==> src/rtl/term_pkg.sv <==
// Shared types and constants for the terminal cursor controller.
package term_pkg;

   localparam int unsigned DEF_COLS = 80;
   localparam int unsigned DEF_ROWS = 25;

   // Decoded escape commands. Uname sits above the 4-bit port range and
   // behaves exactly like none.
   typedef enum logic [4:0] {
      CMD_NONE   = 5'd0,
      CMD_DELETE = 5'd1,
      CMD_CUF    = 5'd2,
      CMD_CUB    = 5'd3,
      CMD_CNL    = 5'd4,
      CMD_CPL    = 5'd5,
      CMD_CHA    = 5'd6,
      CMD_CUP    = 5'd7,
      CMD_ED     = 5'd8,
      CMD_EL     = 5'd9,
      CMD_SU     = 5'd10,
      CMD_SD     = 5'd11,
      CMD_HVP    = 5'd12,
      CMD_SCP    = 5'd13,
      CMD_RCP    = 5'd14,
      CMD_CLEAR  = 5'd15,
      CMD_UNAME  = 5'd16
   } cmd_e;

   // Erase modes carried in p1 for ED / EL.
   localparam logic [7:0] FM_TO_END = 8'd0;
   localparam logic [7:0] FM_TO_CUR = 8'd1;
   localparam logic [7:0] FM_ALL    = 8'd2;

   typedef enum logic [1:0] {
      ST_IDLE,
      ST_EXEC,
      ST_FILL
   } state_e;

endpackage

==> src/rtl/term_cursor_ctrl_fill_seq.sv <==
// Blank-fill sequencer: walks a logical linear cell range one cell per
// cycle, tracking column, logical row and physical row with counters.
module term_fill_seq
   import term_pkg::*;
#(
   parameter int unsigned COLS = DEF_COLS,
   parameter int unsigned ROWS = DEF_ROWS,
   parameter int unsigned CW   = 7,
   parameter int unsigned RW   = 5
) (
   input  logic          clk,
   input  logic          rst_n,
   input  logic          start,
   input  logic [RW-1:0] s_row,
   input  logic [CW-1:0] s_col,
   input  logic [RW-1:0] e_row,
   input  logic [CW-1:0] e_col,
   input  logic [RW-1:0] top_row,
   output logic          wr_en,
   output logic [RW-1:0] wr_row,
   output logic [CW-1:0] wr_col,
   output logic          done
);

   localparam logic [RW:0]   ROWS_X  = (RW+1)'(ROWS);
   localparam logic [RW-1:0] ROW_MAX = RW'(ROWS-1);
   localparam logic [CW-1:0] COL_MAX = CW'(COLS-1);

   logic          active;
   logic [RW-1:0] lrow, prow, er;
   logic [CW-1:0] col, ec;
   logic [RW:0]   psum;
   logic [RW-1:0] pstart;
   logic          last;

   // Physical start row: (logical + top) mod ROWS by compare-and-subtract.
   always_comb begin
      psum   = {1'b0, s_row} + {1'b0, top_row};
      pstart = (psum >= ROWS_X) ? RW'(psum - ROWS_X) : RW'(psum);
      last   = (lrow == er) && (col == ec);
   end

   // Range walker: column counter rolls into logical and physical rows.
   always_ff @(posedge clk or negedge rst_n) begin
      if (!rst_n) begin
         active <= 1'b0;
         lrow   <= '0;
         prow   <= '0;
         col    <= '0;
         er     <= '0;
         ec     <= '0;
      end else if (start) begin
         active <= 1'b1;
         lrow   <= s_row;
         prow   <= pstart;
         col    <= s_col;
         er     <= e_row;
         ec     <= e_col;
      end else if (active) begin
         if (last) begin
            active <= 1'b0;
         end else if (col == COL_MAX) begin
            col  <= '0;
            lrow <= lrow + RW'(1);
            prow <= (prow == ROW_MAX) ? '0 : prow + RW'(1);
         end else begin
            col <= col + CW'(1);
         end
      end
   end

   assign wr_en  = active;
   assign wr_row = prow;
   assign wr_col = col;
   assign done   = active && last;

endmodule

==> src/rtl/term_cursor_ctrl.sv <==
// Terminal cursor controller: executes decoded escape commands against the
// cursor registers and drives blank fills into the frame buffer.
module term_cursor_ctrl
   import term_pkg::*;
#(
   parameter int unsigned COLS  = DEF_COLS,
   parameter int unsigned ROWS  = DEF_ROWS,
   parameter int unsigned CW    = 7,
   parameter int unsigned RW    = 5,
   parameter logic [7:0]  BLANK = 8'h20
) (
   input  logic          clk,
   input  logic          rst_n,
   input  logic          cmd_valid,
   output logic          cmd_ready,
   input  logic [3:0]    cmd_code,
   input  logic [7:0]    cmd_p1,
   input  logic [7:0]    cmd_p2,
   output logic [RW-1:0] cur_row,
   output logic [CW-1:0] cur_col,
   output logic [RW-1:0] top_row,
   output logic          wr_en,
   output logic [RW-1:0] wr_row,
   output logic [CW-1:0] wr_col,
   output logic [7:0]    wr_char,
   output logic          busy
);

   localparam logic [8:0]    ROWS9   = 9'(ROWS);
   localparam logic [CW-1:0] COL_MAX = CW'(COLS-1);
   localparam logic [RW-1:0] ROW_MAX = RW'(ROWS-1);

   state_e        state, state_nxt;
   cmd_e          code_q;
   logic [7:0]    p1_q, p2_q;
   logic [RW-1:0] sav_row;
   logic [CW-1:0] sav_col;

   logic [RW-1:0] row_nxt, top_nxt, fs_row, fe_row;
   logic [CW-1:0] col_nxt, fs_col, fe_col;
   logic          sav_en, fill_go, fill_start, fill_done;
   logic [8:0]    n1, n2, nr, t;

   // Command execution: cursor/top results and fill range for the EXEC cycle.
   always_comb begin
      n1      = (p1_q == 8'd0) ? 9'd1 : {1'b0, p1_q};
      n2      = (p2_q == 8'd0) ? 9'd1 : {1'b0, p2_q};
      nr      = (n1 > ROWS9) ? ROWS9 : n1;
      t       = '0;
      row_nxt = cur_row;
      col_nxt = cur_col;
      top_nxt = top_row;
      sav_en  = 1'b0;
      fill_go = 1'b0;
      fs_row  = cur_row;
      fs_col  = cur_col;
      fe_row  = cur_row;
      fe_col  = cur_col;
      case (code_q)
         CMD_CUF: begin
            t       = 9'(cur_col) + n1;
            col_nxt = (t > 9'(COL_MAX)) ? COL_MAX : CW'(t);
         end
         CMD_CUB: col_nxt = (n1 > 9'(cur_col)) ? '0 : CW'(9'(cur_col) - n1);
         CMD_CNL: begin
            t       = 9'(cur_row) + n1;
            row_nxt = (t > 9'(ROW_MAX)) ? ROW_MAX : RW'(t);
            col_nxt = '0;
         end
         CMD_CPL: begin
            row_nxt = (n1 > 9'(cur_row)) ? '0 : RW'(9'(cur_row) - n1);
            col_nxt = '0;
         end
         CMD_CHA: col_nxt = ((n1 - 9'd1) > 9'(COL_MAX)) ? COL_MAX : CW'(n1 - 9'd1);
         CMD_CUP, CMD_HVP: begin
            row_nxt = ((n1 - 9'd1) > 9'(ROW_MAX)) ? ROW_MAX : RW'(n1 - 9'd1);
            col_nxt = ((n2 - 9'd1) > 9'(COL_MAX)) ? COL_MAX : CW'(n2 - 9'd1);
         end
         CMD_SCP: sav_en = 1'b1;
         CMD_RCP: begin
            row_nxt = sav_row;
            col_nxt = sav_col;
         end
         CMD_DELETE: begin
            col_nxt = (cur_col == '0) ? '0 : cur_col - CW'(1);
            fill_go = 1'b1;
            fs_col  = col_nxt;
            fe_col  = col_nxt;
         end
         CMD_ED: begin
            case (p1_q)
               FM_TO_END: begin
                  fill_go = 1'b1;
                  fe_row  = ROW_MAX;
                  fe_col  = COL_MAX;
               end
               FM_TO_CUR: begin
                  fill_go = 1'b1;
                  fs_row  = '0;
                  fs_col  = '0;
               end
               FM_ALL: begin
                  fill_go = 1'b1;
                  fs_row  = '0;
                  fs_col  = '0;
                  fe_row  = ROW_MAX;
                  fe_col  = COL_MAX;
               end
               default: ;
            endcase
         end
         CMD_EL: begin
            case (p1_q)
               FM_TO_END: begin
                  fill_go = 1'b1;
                  fe_col  = COL_MAX;
               end
               FM_TO_CUR: begin
                  fill_go = 1'b1;
                  fs_col  = '0;
               end
               FM_ALL: begin
                  fill_go = 1'b1;
                  fs_col  = '0;
                  fe_col  = COL_MAX;
               end
               default: ;
            endcase
         end
         CMD_CLEAR: begin
            fill_go = 1'b1;
            fs_row  = '0;
            fs_col  = '0;
            fe_row  = ROW_MAX;
            fe_col  = COL_MAX;
            row_nxt = '0;
            col_nxt = '0;
         end
         CMD_SU: begin
            t       = 9'(top_row) + nr;
            top_nxt = (t >= ROWS9) ? RW'(t - ROWS9) : RW'(t);
            fill_go = 1'b1;
            fs_row  = RW'(ROWS9 - nr);
            fs_col  = '0;
            fe_row  = ROW_MAX;
            fe_col  = COL_MAX;
         end
         CMD_SD: begin
            t       = (9'(top_row) >= nr) ? 9'(top_row) - nr : 9'(top_row) + ROWS9 - nr;
            top_nxt = RW'(t);
            fill_go = 1'b1;
            fs_row  = '0;
            fs_col  = '0;
            fe_row  = RW'(nr - 9'd1);
            fe_col  = COL_MAX;
         end
         default: ;
      endcase
   end

   // Next-state logic: EXEC is always one cycle, FILL ends on the last write.
   always_comb begin
      state_nxt = state;
      case (state)
         ST_IDLE: if (cmd_valid) state_nxt = ST_EXEC;
         ST_EXEC: state_nxt = fill_go ? ST_FILL : ST_IDLE;
         ST_FILL: if (fill_done) state_nxt = ST_IDLE;
         default: state_nxt = ST_IDLE;
      endcase
   end

   // State register.
   always_ff @(posedge clk or negedge rst_n) begin
      if (!rst_n) state <= ST_IDLE;
      else        state <= state_nxt;
   end

   // Command latch and cursor/scroll registers, committed at the end of EXEC.
   always_ff @(posedge clk or negedge rst_n) begin
      if (!rst_n) begin
         code_q  <= CMD_NONE;
         p1_q    <= '0;
         p2_q    <= '0;
         cur_row <= '0;
         cur_col <= '0;
         top_row <= '0;
         sav_row <= '0;
         sav_col <= '0;
      end else if (state == ST_IDLE) begin
         if (cmd_valid) begin
            code_q <= cmd_e'({1'b0, cmd_code});
            p1_q   <= cmd_p1;
            p2_q   <= cmd_p2;
         end
      end else if (state == ST_EXEC) begin
         cur_row <= row_nxt;
         cur_col <= col_nxt;
         top_row <= top_nxt;
         if (sav_en) begin
            sav_row <= cur_row;
            sav_col <= cur_col;
         end
      end
   end

   // The sequencer maps rows through the post-scroll top so SU/SD fills
   // land on the rows that just scrolled into view.
   assign fill_start = (state == ST_EXEC) && fill_go;

   term_fill_seq #(
      .COLS (COLS),
      .ROWS (ROWS),
      .CW   (CW),
      .RW   (RW)
   ) u_fill (
      .clk     (clk),
      .rst_n   (rst_n),
      .start   (fill_start),
      .s_row   (fs_row),
      .s_col   (fs_col),
      .e_row   (fe_row),
      .e_col   (fe_col),
      .top_row (top_nxt),
      .wr_en   (wr_en),
      .wr_row  (wr_row),
      .wr_col  (wr_col),
      .done    (fill_done)
   );

   assign cmd_ready = (state == ST_IDLE);
   assign busy      = (state != ST_IDLE);
   assign wr_char   = BLANK;

endmodule

==> config.mk <==
export PLATFORM = sky130hd
export DESIGN_NAME = term_cursor_ctrl
export DESIGN_NICKNAME = d
export VERILOG_FILES = /design/src/rtl/term_pkg.sv /design/src/rtl/term_cursor_ctrl_fill_seq.sv /design/src/rtl/term_cursor_ctrl.sv
export SDC_FILE = /design/constraint.sdc
export NUM_CORES = 1
export LEC_CHECK = 0
export CORE_ASPECT_RATIO = 0.6
export CORE_MARGIN = 1
export CORE_UTILIZATION = 40
export DETAILED_ROUTE_END_ITERATION = 12
export SETUP_SLACK_MARGIN = 0.02
export SYNTH_ARGS = -nofsm -noshare
export SYNTH_HDL_FRONTEND = slang
export SYNTH_SLANG_ARGS = --single-unit
export TNS_END_PERCENT = 30
==> constraint.sdc <==
create_clock -name clk -period 7.2 [get_ports clk]
set_clock_uncertainty 0.05 [all_clocks]
set_input_delay 1.08 -clock clk [delete_from_list [all_inputs] [get_ports clk]]
set_output_delay 1.08 -clock clk [all_outputs]
set_load 0.01 [all_outputs]
Run 1, clock network drawn from the DEF:
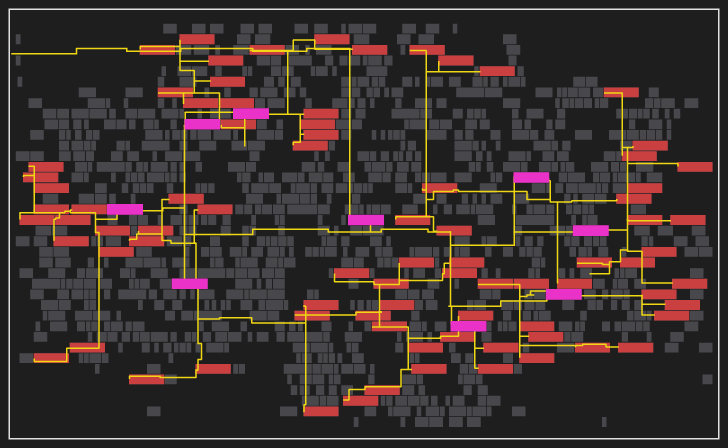
[flip-flops] red | count: 81
[clock drivers] magenta | count: 9
[clock wires] yellow | length: 1360 um
flops lie: widely spread

Run 1, wiring by layer:
Scale bar: 50 um.
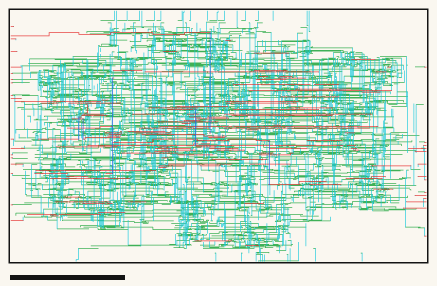
| layer | colour | wire length |
|---|---|---|
| metal 1 | green | 12700 um |
| metal 3 | red | 2140 um |
| metal 2 | cyan | 8370 um |
| metal 4 | blue | 138 um |

==> flow_metrics.tcl, run 1 <==
# flow metrics
set metrics [dict create \
    die_w_um 181 \
    dieHeight_um 109 \
    cp-startpoint "p1_q[7]$_DFFE_PN0P_" \
    path_depth 27 \
    syn_area_sq_um 7700 \
    synthCells 917 \
    final_util_pct 47.4 \
    cts_buffer_depth 2 \
    via_count 6942 \
    ios 63 \
    layout_setup_ws_ns 0.537 \
    antenna_found_initial 0 \
    fin_crit_sh_pct 92.5 \
    lay_top_count "nor2_1" \
    status "completed" \
    setup_violations 0 \
    reg2regPathDepth 27 \
    wl_per_cell_um 19.5 \
    drv_cap 0 \
    final-comb-area_sq_um 5210 \
    antenna_cells 0 \
    crit_top_cell "ha_1" \
    portBuffers 54 \
    synth_chip_area_sq_um 7700 \
    tritoncts "yes" \
    wl_met2_mm 8.37 \
    path_max_fanout 7 \
    start_kind "flip-flop" \
    whs_ns 0.461 \
    worstReg2RegStart "p1_q[7]$_DFFE_PN0P_" \
    setup.worst_path.end "u_fill.wr_row[3]$_DFFE_PN0P_" \
    most_common_cell "nor2_1" \
    hold_end "sav_row[1]$_DFFE_PN0P_" \
    grt_start_max_net_pins 58 \
    chipArea_sq_um 19800 \
    nNonClkBuffers 71 \
    timing_hold_violations_final 0 \
    slew_viol_final 0 \
    yosys_register_bits 81 \
    hp-start "sav_row[1]$_DFFE_PN0P_" \
    finalNetCount 1065 \
    syn2layout_area_growth_pct 13.6 \
    final_layout_top_logic_cells "nor2_1 (82), dfrtp_1 (81), ha_1 (78)" \
    critPathSlowestCell "fa_1" \
    yosysWarningCount 0 \
    numSequentialCells 81 \
    grtUsageMet2_pct 30.4 \
    edf_count 0 \
    top_layer_used "met4" \
    num_tap_cells 240 \
    path_delay_family "AND-OR/OR-AND gates" \
    stdcell_count 1200 \
    vias_per_cell 5.79 \
    drt_iter0_drc 636 \
    seq_share_pct 23.2 \
    timing.fmax_mhz 150 \
    filler_cell_count 1788 \
    synth.area.top_cells "dfrtp_1 (26%), ha_1 (13%), xnor2_1 (4.8%)" \
    busiest_layer "met1" \
    r2r-end "u_fill.wr_row[3]$_DFFE_PN0P_" \
    drive_gt1_share_pct 8.65 \
    rsz0062_at_grt "no" \
    top_cell_area_share_pct 26.3 \
    hp-class "reg2reg" \
    wl_met3_mm 2.14 \
    yosysSeqAreaShare_pct 26.3 \
    root_buffer "clkbuf_16" \
    cts_resized 0 \
    warnings 70 \
    fp_util_pct 41.8 \
    place_ws_ns 0.619 \
    met1_length_mm 12.7 \
    grt-ovfl-total 0 \
    cp_num_buf_inv 4 \
    clk_share_pct 3.37 \
    largestClassByArea "multi-input combinational cells" \
    use_met3_pct 6.06 \
    post-cts-setup-buffers 0 \
    cts_inserted_buffers 9 \
    buffer_area_share_pct 7.61 \
    hpwl_mm 17.9 \
    holdPathStages 1 \
    std_cell_rows 38 \
    ff2ff_setup_slack_ns 0.54 \
    grt_pass1_wl_mm 37.0 \
    seq_area_sq_um 2030 \
    cp-end-kind "flip-flop" \
    h-tree-depth 3 \
    dpl_cell_area_sq_um 8460 \
    dp_cells 1184 \
    arrival_ns 6.84 \
    drt.antenna.violating_nets 0 \
    postSynthAreaPerCell_sq_um 8.40 \
    drt_wl_total_mm 23.4 \
    ys_cells 917 \
    insertion_delay_ns 0.36 \
    gp_congestion 0.916 \
    comb_cells 725 \
    clk_pin_slew_ns 0.07 \
    slowest_delay_ns 0.51 \
    cts_hold_buf 0 \
    critical_path_class "reg2reg" \
    clockBufferCount 9 \
    yosysUniqueCellTypes 82 \
    relSlewSlack_pct 35.5 \
    required_ns 7.38 \
]
Run 1, PDN straps and rails:
Scale bar: 50 um. Pins as bars on the die edge.
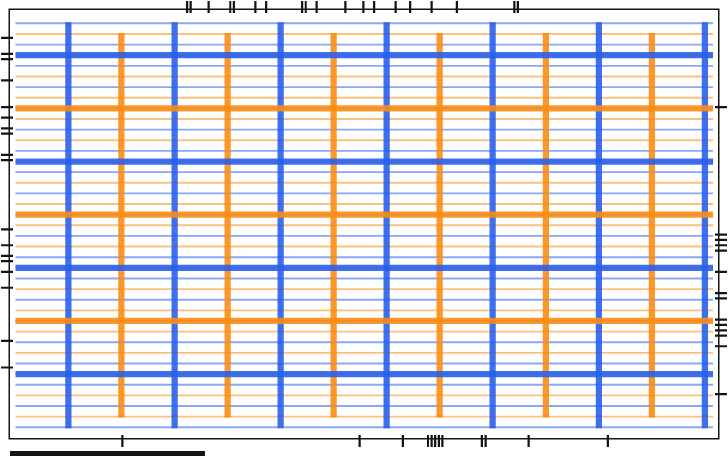
| net | colour |
|---|---|
| VDD | orange |
| VSS | blue |
rows: 38
met5 straps: 7
signal pins: 63

run 1: sequential cells by signal, indices dropped and copies added, names as in the netlist:
name	flops
top_row	5
state	2
u_fill.er	5
p1_q	8
u_fill.wr_en	1
sav_row	5
u_fill.lrow	5
cur_row	5
u_fill.ec	7
p2_q	8
sav_col	7
u_fill.wr_col	7
cur_col	7
code_q	4
u_fill.wr_row	5
run 1: logic make-up after synthesis:
family / after synthesis / share of synthesized area (%)
simple gates: 289 / 19.0
compound gates: 250 / 22.0
buf+inv: 117 / 6.37
fa+ha+maj: 87 / 15.0
flops: 81 / 26.3
xor+xnor: 60 / 6.82
mux: 31 / 4.40
other cells: 2 / 0.0975
==> inputs of run 2 (changes only) <==
- PLACE_DENSITY: default -> 0.6
Run 2, cells coloured by class:
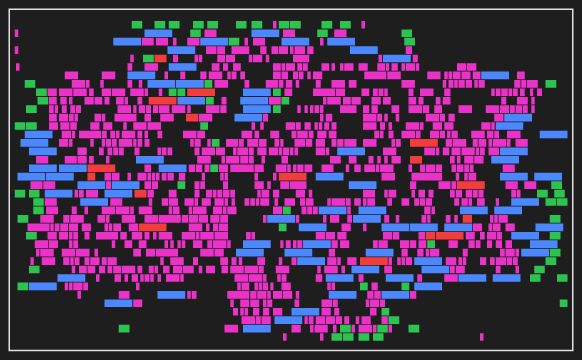
| class | colour | cells | share of their area |
|---|---|---|---|
| flops | blue | 81 | 24% |
| combinational and other logic | magenta | 792 | 65% |
| other buffers and delay cells | green | 71 | 7.9% |
| clock drivers and dummy loads | red | 16 | 3.5% |

==> run 2 against run 1 <==
Net effect:
- global-route usage stayed put
- register-to-register slack is essentially flat
- first-iteration DRC count unchanged
- non-clock buffer count unchanged
- count of clock-buffer cells in the layout is the same
- design area unchanged
==> flow_metrics.tcl, run 2 <==
# flow metrics
set metrics [dict create \
    status "completed" \
    hp-class "reg2reg" \
    dpl_cell_area_sq_um 8460 \
    busiest_layer "met1" \
    syn2layout_area_growth_pct 13.6 \
    cts_resized 0 \
    cp-startpoint "p1_q[7]$_DFFE_PN0P_" \
    timing_hold_violations_final 0 \
    clk_pin_slew_ns 0.07 \
    grt_start_max_net_pins 58 \
    reg2regPathDepth 27 \
    vias_per_cell 5.79 \
    wl_per_cell_um 19.5 \
    ys_cells 917 \
    num_tap_cells 240 \
    whs_ns 0.461 \
    cts_inserted_buffers 9 \
    edf_count 0 \
    hp-start "sav_row[1]$_DFFE_PN0P_" \
    ios 63 \
    portBuffers 54 \
    die_w_um 181 \
    crit_top_cell "ha_1" \
    r2r-end "u_fill.wr_row[3]$_DFFE_PN0P_" \
    most_common_cell "nor2_1" \
    worstReg2RegStart "p1_q[7]$_DFFE_PN0P_" \
    slew_viol_final 0 \
    grt_use_met1_pct 40.4 \
    postSynthAreaPerCell_sq_um 8.40 \
    fp_util_pct 41.8 \
    synth_chip_area_sq_um 7700 \
    setup-tns-final_ns 0 \
    yosysSeqAreaShare_pct 26.3 \
    place_ws_ns 0.619 \
    largestClassByArea "multi-input combinational cells" \
    final-comb-area_sq_um 5210 \
    cts_buffer_depth 2 \
    use_met3_pct 6.06 \
    hpwl_mm 17.9 \
    top_cell_area_share_pct 26.3 \
    gp_congestion 0.916 \
    synth.area.top_cells "dfrtp_1 (26%), ha_1 (13%), xnor2_1 (4.8%)" \
    via_count 6942 \
    path_delay_family "AND-OR/OR-AND gates" \
    relSlewSlack_pct 35.5 \
    warnings 70 \
    clockBufferCount 9 \
    drt.antenna.violating_nets 0 \
    stdcell_count 1200 \
    syn_area_sq_um 7700 \
    synthCells 917 \
    root_buffer "clkbuf_16" \
    final_util_pct 47.4 \
    cts_hold_buf 0 \
    holdPathStages 1 \
    std_cell_rows 38 \
    layout_setup_ws_ns 0.537 \
    reg_top3 "p1_q: 8 flops, p2_q: 8 flops" \
    filler_cell_count 1788 \
    seq_share_pct 23.2 \
    start_kind "flip-flop" \
    path_max_fanout 7 \
    yosysUniqueCellTypes 82 \
    grt_pass1_wl_mm 37.0 \
    post-cts-setup-buffers 0 \
    cp_num_buf_inv 4 \
    dp_cells 1184 \
    nNonClkBuffers 71 \
    yosysWarningCount 0 \
    ff_type "dfrtp_1" \
    slowest_delay_ns 0.51 \
    insertion_delay_ns 0.36 \
    comb_cells 725 \
    timing.fmax_mhz 150 \
    lay_top_count "nor2_1" \
    ff2ff_setup_slack_ns 0.54 \
    critical_path_class "reg2reg" \
    rsz0062_at_grt "no" \
    drt_wl_total_mm 23.4 \
    tritoncts "yes" \
    setup_violations 0 \
    buffer_area_share_pct 7.61 \
    fin_crit_sh_pct 92.5 \
    grtUsageMet2_pct 30.4 \
    final_layout_top_logic_cells "nor2_1 (82), dfrtp_1 (81), ha_1 (78)" \
    yosys_register_bits 81 \
    hold_end "sav_row[1]$_DFFE_PN0P_" \
    chipArea_sq_um 19800 \
]
Run 2, wiring by layer:
Scale bar: 50 um.
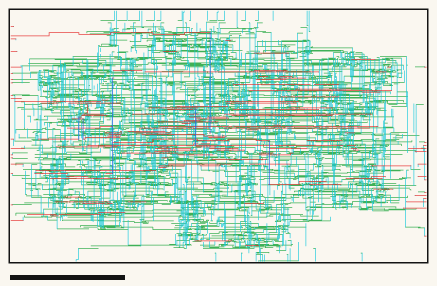
| layer | colour | wire length |
|---|---|---|
| metal 2 | cyan | 8370 um |
| metal 3 | red | 2140 um |
| metal 1 | green | 12700 um |
| metal 4 | blue | 138 um |

-- run 2: layer usage --
metal | part of all wire (%) | vias to the layer above
li1 | - | 3335
met1 | 54 | 3322
met2 | 36 | 270
met3 | 9.1 | 15
met4 | 0.59 | 0
met5 | 0 | -
-- run 2: logic make-up after synthesis --
logic type                 Yosys count  synth area share (%)
AOI/OAI and AO/OA                  250                  22.0
xor gates and xnor gates            60                  6.82
adders and majority gates           87                  15.0
buffers and inverters              117                  6.37
DFF                                 81                  26.3
muxes                               31                  4.40
other                                2                0.0975
and+or+nand+nor                    289                  19.0
Run 2, clock network drawn from the DEF:
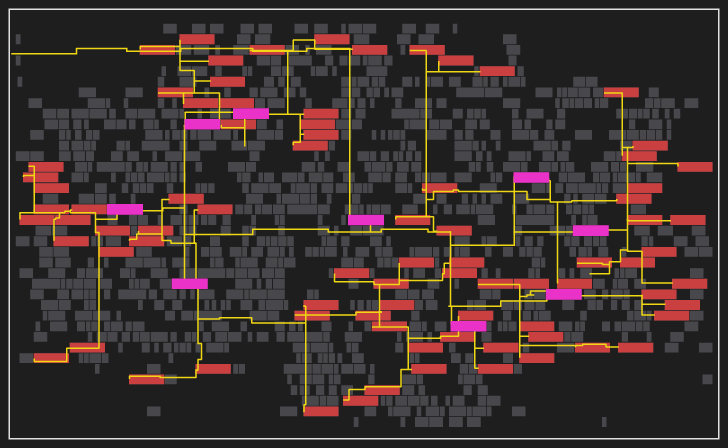

==> inputs of run 3 (changes only) <==
- CORE_ASPECT_RATIO: 0.6 -> default
- PLACE_DENSITY: 0.6 -> default
- PLACE_DENSITY_LB_ADDON: default -> 0.12
Run 3, clock network drawn from the DEF:
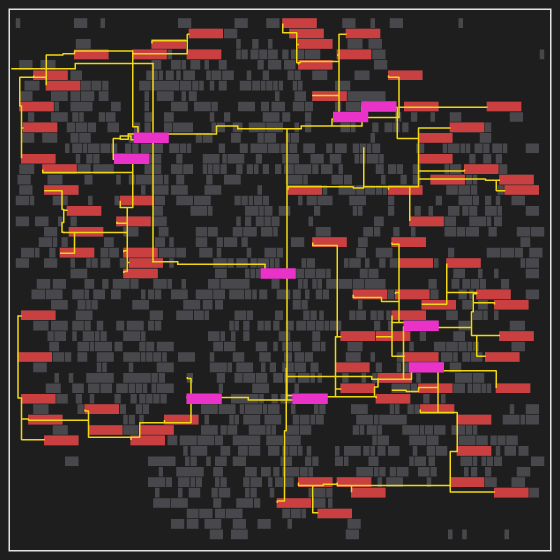
[flip-flops] red | count: 81
[clock drivers] magenta | count: 9
[clock wires] yellow | length: 1340 um
flops lie: widely spread

==> run 3 against run 2 <==
Net effect:
- cell count shrank 0.75%
- wire length shrank 6.6%
- setup slack gained 0.19 ns
- hold slack lost 0.0034 ns
- design area shrank 0.60%
- sequential share of layout area grew 0.14 points
- via count shrank 4.2%
- count of clock-buffer cells in the layout grew 1
==> flow_metrics.tcl, run 3 <==
# flow metrics
set metrics [dict create \
    status "completed" \
    synth_chip_area_sq_um 7700 \
    post-cts-setup-buffers 0 \
    hold_end "sav_row[3]$_DFFE_PN0P_" \
    setup_violations 0 \
    relSlewSlack_pct 21.3 \
    yosysWarningCount 0 \
    ff2ff_setup_slack_ns 0.72 \
    portBuffers 54 \
    holdPathStages 1 \
    seq_share_pct 23.3 \
    yosysUniqueCellTypes 82 \
    std_cell_rows 50 \
    via_count 6648 \
    grt_start_max_net_pins 74 \
    nNonClkBuffers 68 \
    clockBufferCount 10 \
    timing.fmax_mhz 154 \
    largestClassByArea "multi-input combinational cells" \
    clk_pin_slew_ns 0.07 \
    drt.antenna.violating_nets 0 \
    layout_setup_ws_ns 0.722 \
    fin_crit_sh_pct 90.0 \
    wl_met2_mm 9.67 \
    insertion_delay_ns 0.35 \
    syn2layout_area_growth_pct 12.9 \
    synth.area.top_cells "dfrtp_1 (26%), ha_1 (13%), xnor2_1 (4.8%)" \
    dp_cells 1175 \
    slowest_delay_ns 0.52 \
    grtUsageMet2_pct 35.7 \
    final-comb-area_sq_um 5210 \
    reg_top3 "p1_q: 8 flops, p2_q: 8 flops" \
    top_cell_area_share_pct 26.3 \
    whs_ns 0.457 \
    start_kind "flip-flop" \
    lay_top_count "nor2_1" \
    cp-startpoint "p1_q[7]$_DFFE_PN0P_" \
    cts_hold_buf 0 \
    grt_pass1_wl_mm 35.4 \
    reg2regPathDepth 27 \
    hpwl_mm 16.7 \
    gp_congestion 0.897 \
    cts_inserted_buffers 9 \
    r2r-end "u_fill.wr_row[3]$_DFFE_PN0P_" \
    syn_area_sq_um 7700 \
    ys_cells 917 \
    postSynthAreaPerCell_sq_um 8.40 \
    use_met3_pct 3.91 \
    path_max_fanout 8 \
    crit_top_cell "ha_1" \
    setup-tns-final_ns 0 \
    final_util_pct 46.3 \
    final_layout_top_logic_cells "nor2_1 (82), dfrtp_1 (81), ha_1 (78)" \
    chipArea_sq_um 19800 \
    place_ws_ns 0.790 \
    synthCells 917 \
    fp_util_pct 41.0 \
    busiest_layer "met2" \
    ff_type "dfrtp_1" \
    ios 63 \
    wl_met3_um 959 \
    comb_cells 725 \
    rsz0062_at_grt "no" \
    worstReg2RegStart "p1_q[7]$_DFFE_PN0P_" \
    edf_count 0 \
    most_common_cell "nor2_1" \
    path_delay_family "adder cells" \
    warnings 70 \
    hp-class "reg2reg" \
    wl_per_cell_um 18.3 \
    drt_wl_total_mm 21.8 \
    die_w_um 141 \
    cts_buffer_depth 2 \
    num_tap_cells 234 \
    timing_hold_violations_final 0 \
    met1_length_mm 10.9 \
    critical_path_class "reg2reg" \
    grt_use_met1_pct 32.6 \
    tritoncts "yes" \
]
Run 3, PDN straps and rails:
Scale bar: 50 um. Pins as bars on the die edge.
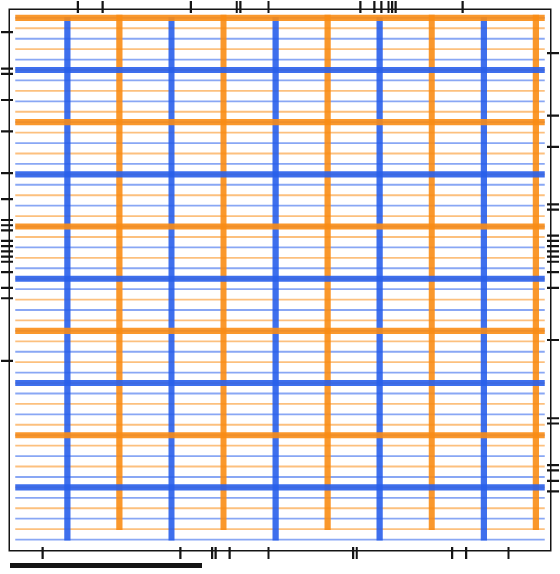
| net | colour |
|---|---|
| VDD | orange |
| VSS | blue |
rows: 50
met4 straps: 10
met1 rails: 51
signal pins: 63
met5 straps: 10

## run 3: cell families after synthesis
family / after synthesis / synth area share, %
other cells: 2 / 0.0975
mux: 31 / 4.40
simple gates: 289 / 19.0
fa+ha+maj: 87 / 15.0
xor+xnor: 60 / 6.82
buf+inv: 117 / 6.37
flops: 81 / 26.3
compound gates: 250 / 22.0
